<file path="src/rtl/read_words_to_slices_if.sv">
// Interface bundling the generator's control, output stream and memory port.
//   base/count/_start : transfer request (sampled when _start=1)
//   _ready/_valid/_done/_out0 : ready/valid slice stream with terminal done beat
//   mem_req/mem_addr/mem_ack/mem_rdata : single-outstanding req/ack read port
// Modport master is the generator side; slave is the environment side.
interface read_words_to_slices_if #(
  parameter int ADDR_W  = 32,
  parameter int WORD_W  = 32,
  parameter int SLICE_W = 8
);
  logic [ADDR_W-1:0]  base;
  logic [31:0]        count;
  logic               _start;
  logic               _ready;
  logic               _valid;
  logic               _done;
  logic [SLICE_W-1:0] _out0;
  logic               mem_req;
  logic [ADDR_W-1:0]  mem_addr;
  logic               mem_ack;
  logic [WORD_W-1:0]  mem_rdata;

  modport master (
    input  base, count, _start, _ready, mem_ack, mem_rdata,
    output _valid, _done, _out0, mem_req, mem_addr
  );

  modport slave (
    output base, count, _start, _ready, mem_ack, mem_rdata,
    input  _valid, _done, _out0, mem_req, mem_addr
  );
endinterface

</file>
<file path="src/rtl/read_words_to_slices.sv">
// Word-to-slice reader: on _start fetches `count` words from base, base+STRIDE, ...
// over a req/ack memory port and streams each word as WORD_W/SLICE_W slices on a
// ready/valid output, closing with a done beat.
// Ports:
//   _clock    : clock, rising edge
//   _reset_n  : asynchronous active-low reset
//   bus       : read_words_to_slices_if.master (request, slice stream, memory port)
// WORD_W must be an integer multiple of SLICE_W.
module read_words_to_slices #(
  parameter int          ADDR_W    = 32,
  parameter int          WORD_W    = 32,
  parameter int          SLICE_W   = 8,
  parameter int unsigned STRIDE    = 4,
  parameter bit          MSB_FIRST = 1'b0
) (
  input  logic                   _clock,
  input  logic                   _reset_n,
  read_words_to_slices_if.master bus
);

  localparam int NUM_SLC = WORD_W / SLICE_W;
  localparam int KW      = (NUM_SLC > 1) ? $clog2(NUM_SLC) : 1;
  localparam logic [KW-1:0] K_LAST = KW'(NUM_SLC - 1);

  typedef enum logic [1:0] {IDLE, FETCH, EMIT, DONE} state_t;

  state_t              state_q, state_d;
  logic [WORD_W-1:0]   word_q, word_d;
  logic [KW-1:0]       k_q, k_d, k_inc;
  logic [31:0]         i_q, i_d;
  logic [31:0]         cnt_q, cnt_d;
  logic                valid_q, valid_d;
  logic                done_q, done_d;
  logic [SLICE_W-1:0]  out_q, out_d;
  logic                req_q, req_d;
  logic [ADDR_W-1:0]   addr_q, addr_d;
  logic                more_words;

  // Slice views of the incoming read data (for slice 0) and the latched word.
  logic [NUM_SLC-1:0][SLICE_W-1:0] rd_slc, wq_slc;

  for (genvar j = 0; j < NUM_SLC; j++) begin : g_slc
    if (MSB_FIRST) begin : g_msb
      assign rd_slc[j] = bus.mem_rdata[WORD_W-1-j*SLICE_W -: SLICE_W];
      assign wq_slc[j] = word_q[WORD_W-1-j*SLICE_W -: SLICE_W];
    end else begin : g_lsb
      assign rd_slc[j] = bus.mem_rdata[j*SLICE_W +: SLICE_W];
      assign wq_slc[j] = word_q[j*SLICE_W +: SLICE_W];
    end
  end

  assign k_inc = k_q + 1'b1;
  // 33-bit compare so i+1 cannot wrap when count is near 2^32.
  assign more_words = ({1'b0, i_q} + 33'd1) < {1'b0, cnt_q};

  always_ff @(posedge _clock or negedge _reset_n) begin
    if (!_reset_n) begin
      state_q <= IDLE;
      word_q  <= '0;
      k_q     <= '0;
      i_q     <= '0;
      cnt_q   <= '0;
      valid_q <= 1'b0;
      done_q  <= 1'b0;
      out_q   <= '0;
      req_q   <= 1'b0;
      addr_q  <= '0;
    end else begin
      state_q <= state_d;
      word_q  <= word_d;
      k_q     <= k_d;
      i_q     <= i_d;
      cnt_q   <= cnt_d;
      valid_q <= valid_d;
      done_q  <= done_d;
      out_q   <= out_d;
      req_q   <= req_d;
      addr_q  <= addr_d;
    end
  end

  always_comb begin
    state_d = state_q;
    word_d  = word_q;
    k_d     = k_q;
    i_d     = i_q;
    cnt_d   = cnt_q;
    valid_d = valid_q;
    done_d  = done_q;
    out_d   = out_q;
    req_d   = req_q;
    addr_d  = addr_q;

    if (bus._start) begin
      // Restart beats everything: any in-flight beat or ack this cycle is dropped.
      cnt_d = bus.count;
      i_d   = '0;
      k_d   = '0;
      if (bus.count == 32'd0) begin
        // Empty transfer goes straight to the done beat with a zero slice.
        state_d = DONE;
        valid_d = 1'b1;
        done_d  = 1'b1;
        out_d   = '0;
        req_d   = 1'b0;
      end else begin
        state_d = FETCH;
        valid_d = 1'b0;
        done_d  = 1'b0;
        req_d   = 1'b1;
        addr_d  = bus.base;
      end
    end else begin
      case (state_q)
        IDLE: ;
        FETCH: begin
          if (bus.mem_ack) begin
            word_d  = bus.mem_rdata;
            req_d   = 1'b0;
            out_d   = rd_slc[0];
            valid_d = 1'b1;
            state_d = EMIT;
          end
        end
        EMIT: begin
          if (valid_q && bus._ready) begin
            if (k_q != K_LAST) begin
              k_d   = k_inc;
              out_d = wq_slc[k_inc];
            end else begin
              k_d = '0;
              i_d = i_q + 32'd1;
              if (more_words) begin
                state_d = FETCH;
                valid_d = 1'b0;
                req_d   = 1'b1;
                addr_d  = addr_q + ADDR_W'(STRIDE);
              end else begin
                // Done beat keeps the last slice on _out0.
                state_d = DONE;
                valid_d = 1'b1;
                done_d  = 1'b1;
              end
            end
          end
        end
        DONE: begin
          if (bus._ready) begin
            valid_d = 1'b0;
            done_d  = 1'b0;
            state_d = IDLE;
          end
        end
        default: state_d = IDLE;
      endcase
    end
  end

  assign bus._valid   = valid_q;
  assign bus._done    = done_q;
  assign bus._out0    = out_q;
  assign bus.mem_req  = req_q;
  assign bus.mem_addr = addr_q;

endmodule

</file>
<file path="src/flat_wrapper.sv">
// flat-port wrapper written by rule: the top's interface ports become plain ports
module read_words_to_slices_flat 
#(
  parameter int          ADDR_W    = 32,
  parameter int          WORD_W    = 32,
  parameter int          SLICE_W   = 8,
  parameter int unsigned STRIDE    = 4,
  parameter bit          MSB_FIRST = 1'b0
)
  (_clock, _reset_n, bus_base, bus_count, bus__start, bus__ready, bus_mem_ack, bus_mem_rdata, bus__valid, bus__done, bus__out0, bus_mem_req, bus_mem_addr);
  read_words_to_slices_if #(.ADDR_W(ADDR_W), .WORD_W(WORD_W), .SLICE_W(SLICE_W)) bus_i ();
  input  logic _clock;
  input  logic _reset_n;
  input wire logic [$bits(bus_i.base)-1:0] bus_base;
  input wire logic [$bits(bus_i.count)-1:0] bus_count;
  input wire logic [$bits(bus_i._start)-1:0] bus__start;
  input wire logic [$bits(bus_i._ready)-1:0] bus__ready;
  input wire logic [$bits(bus_i.mem_ack)-1:0] bus_mem_ack;
  input wire logic [$bits(bus_i.mem_rdata)-1:0] bus_mem_rdata;
  output wire logic [$bits(bus_i._valid)-1:0] bus__valid;
  output wire logic [$bits(bus_i._done)-1:0] bus__done;
  output wire logic [$bits(bus_i._out0)-1:0] bus__out0;
  output wire logic [$bits(bus_i.mem_req)-1:0] bus_mem_req;
  output wire logic [$bits(bus_i.mem_addr)-1:0] bus_mem_addr;
  assign bus_i.base = bus_base;
  assign bus_i.count = bus_count;
  assign bus_i._start = bus__start;
  assign bus_i._ready = bus__ready;
  assign bus_i.mem_ack = bus_mem_ack;
  assign bus_i.mem_rdata = bus_mem_rdata;
  assign bus__valid = bus_i._valid;
  assign bus__done = bus_i._done;
  assign bus__out0 = bus_i._out0;
  assign bus_mem_req = bus_i.mem_req;
  assign bus_mem_addr = bus_i.mem_addr;
  read_words_to_slices #(.ADDR_W(ADDR_W), .WORD_W(WORD_W), .SLICE_W(SLICE_W), .STRIDE(STRIDE), .MSB_FIRST(MSB_FIRST)) u_core (._clock(_clock), ._reset_n(_reset_n), .bus(bus_i));
endmodule
</file>
<file path="config.mk">
export PLATFORM = sky130hd
export DESIGN_NAME = read_words_to_slices_flat
export DESIGN_NICKNAME = d
export VERILOG_FILES = /design/src/rtl/read_words_to_slices_if.sv /design/src/rtl/read_words_to_slices.sv /design/src/flat_wrapper.sv
export SDC_FILE = /design/constraint.sdc
export NUM_CORES = 1
export LEC_CHECK = 0
export CAP_MARGIN = 20
export CORE_ASPECT_RATIO = 1.1
export CORE_MARGIN = 3
export CORE_UTILIZATION = 45
export CTS_BUF_LIST = sky130_fd_sc_hd__clkbuf_4 sky130_fd_sc_hd__clkbuf_8 sky130_fd_sc_hd__clkbuf_16
export CTS_CLUSTER_SIZE = 14
export DETAILED_ROUTE_END_ITERATION = 8
export GPL_ROUTABILITY_DRIVEN = 1
export PLACE_DENSITY = 0.78
export RECOVER_POWER = 25
export SYNTH_ARGS = -nofsm -noshare
export SYNTH_HDL_FRONTEND = slang
export SYNTH_SLANG_ARGS = --single-unit
</file>
<file path="constraint.sdc">
create_clock -name _clock -period 9.8 [get_ports _clock]
set_clock_uncertainty 0.05 [all_clocks]
set_input_delay 1.96 -clock _clock [delete_from_list [all_inputs] [get_ports _clock]]
set_output_delay 1.96 -clock _clock [all_outputs]
set_load 0.05 [all_outputs]
</file>
### Power grid

Scale bar: 50 um. Pins as bars on the die edge.
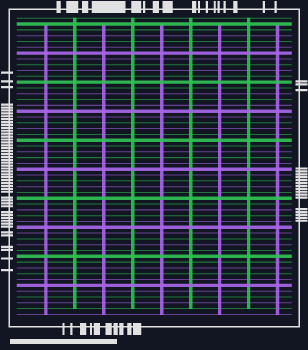
color	net
purple	VSS
green	VDD
signal pins	144
met1 rails	52
met5 straps	10
met4 straps	9
rows	51

### Placement by cell class

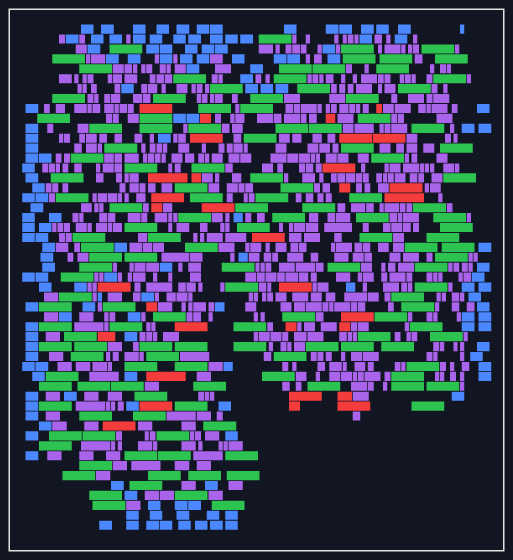
color	class	cells
red	clock drivers and dummy loads	32
blue	other buffers and delay cells	148
purple	all other logic	678
green	flip-flops	142

==> impl_metrics.toml <==
# implementation run metrics
[worst_setup_path]
reg2reg_slack_ns = 5.21
arrival_ns = 5.70
worstPathRequired_ns = 10.06
worstSetupEndpointType = "register"
crit_cells = 6
r2r_start = "u_core.i_q[9]"
cpPeakStageDelay_ns = 1.36
critPathMaxFanout = 49
path_class = "in -> reg"

[synth]
fa_ha_area_frac = 0.0515
ys_seq_frac = 0.431
edf_count = 0
syn_nets = 995
syn_area_per_cell_um2 = 9.60
top_cell_area_share = 0.431
top_logic_kind = "simple AND/OR/NAND/NOR gates"
ys_sh_mux = 0.0826
synth_area_um2 = 8250
flop_cell = "dfrtp_1"
synthAoiAreaFrac = 0.150
ys_seq_elements = 142
common_cells = "142 x dfrtp_1, 102 x nand2_1, 60 x o21ai_0, 59 x nor2_1, 52 x inv_1"
yosys.area.top_type = "dfrtp_1"
async_flop_share = 1.00
synth_cell_type_count = 77
syn_inst = 860
synth_dominant_cell_count = "dfrtp_1"
yosys-stat-area_um2 = 8250

[clocking]
clk_latency_ns = 0.43
clock-sinks = 142
cts.clk_slew.worst_paths_ns = 0.06
cts_resized = 0
cts-buffers-inserted = 17
cts-root-buf = "clkbuf_16"
cts_setup_buffers = 0
htree_levels = 4
hold_buffers = 0

[placed_design]
placed_area_um2 = 9860
placedCellCount = 1206
portBuffers = 143
dp_hpwl_um = 15100
gp_congestion = 0.877

[detailed_routing]
dr_total_vias = 7034
ant_nets = 0
wl_per_cell_um = 17.3
drt-pass1-iter-count = 5

[floorplan]
dieArea_um2 = 20000
row_count = 51
die_x_um = 135
fp_util = 0.462
pin_count = 144
num_tap_cells = 238
core_area_um2 = 17900

[power]
p_per_area_nw_per_um2 = 166
clk-power_mw = 0.683
share_comb_of_total_power = 0.199
seq_power_share = 0.408
power_leader = "registers"
ir_drop_mv = 0.123
powerSeq_mw = 0.708
power.total_mw = 1.74

[finish]
clock_buffers = 18
lay_top_count = "dfrtp_1"
final-nonclk-buf-share = 0.139
sh_comb_area = 0.415
final_util = 0.586
syn_to_final_growth_pct = 26.8
design_area_um2 = 10500
final-clk-cell-share = 0.0594
diodes = 0
fin_cells = 1238
drive_gt1_frac = 0.120
nNetsFinal = 1122
inverters = 52

[timing]
slew_headroom = -1.46
drv_slew = 119
setup_viol = 0
period_used_share = 0.555
min_period_ns = 5.44
hold_violations = 0
worst_slack_ns = 4.36

[grt]
grt_pass1_vias = 7080
antenna_found_initial = 0
grt_pass1_wl_um = 35400
overflow = 0

[run_status]
violations = "max-capacitance violations, max-slew violations"
outcome = "finished with violations"

[run]
max_cap_viol_count = 2

[min_path]
hp-class = "reg -> reg"
### Clock distribution

Scale bar: 50 um.
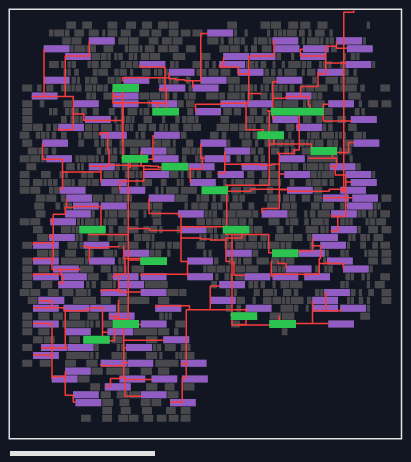
[purple] flip-flops | count: 142
[red] clock wires | length: 1880 um
[green] cells driving clock nets | count: 17
routed clock nets	18
flops lie	all over the die

==> how the worst min path moves through the flow <==
stage / start / end / slack [ns] / cells past startpoint
finish: u_core.bus.mem_addr[1] / u_core.bus.mem_addr[1] / 0.43 / 2
global route: u_core.word_q[29] / u_core.word_q[29] / 0.47 / 1
CTS: u_core.bus.mem_addr[1] / u_core.bus.mem_addr[1] / 0.44 / 2
detailed placement: u_core.bus.mem_addr[1] / u_core.bus.mem_addr[1] / 0.42 / 2
global placement: u_core.bus.mem_addr[1] / u_core.bus.mem_addr[1] / 0.41 / 2
floorplan: u_core.cnt_q[0] / u_core.cnt_q[0] / 0.42 / 1
==> metal layers <==
metal  vias up  wire, um  global-route usage
li1       3366         -                   -
met1      3421      9370               0.297
met2       215     10400               0.347
met3        32      1300              0.0558
met4         0       399              0.0701
met5         -         0                   0
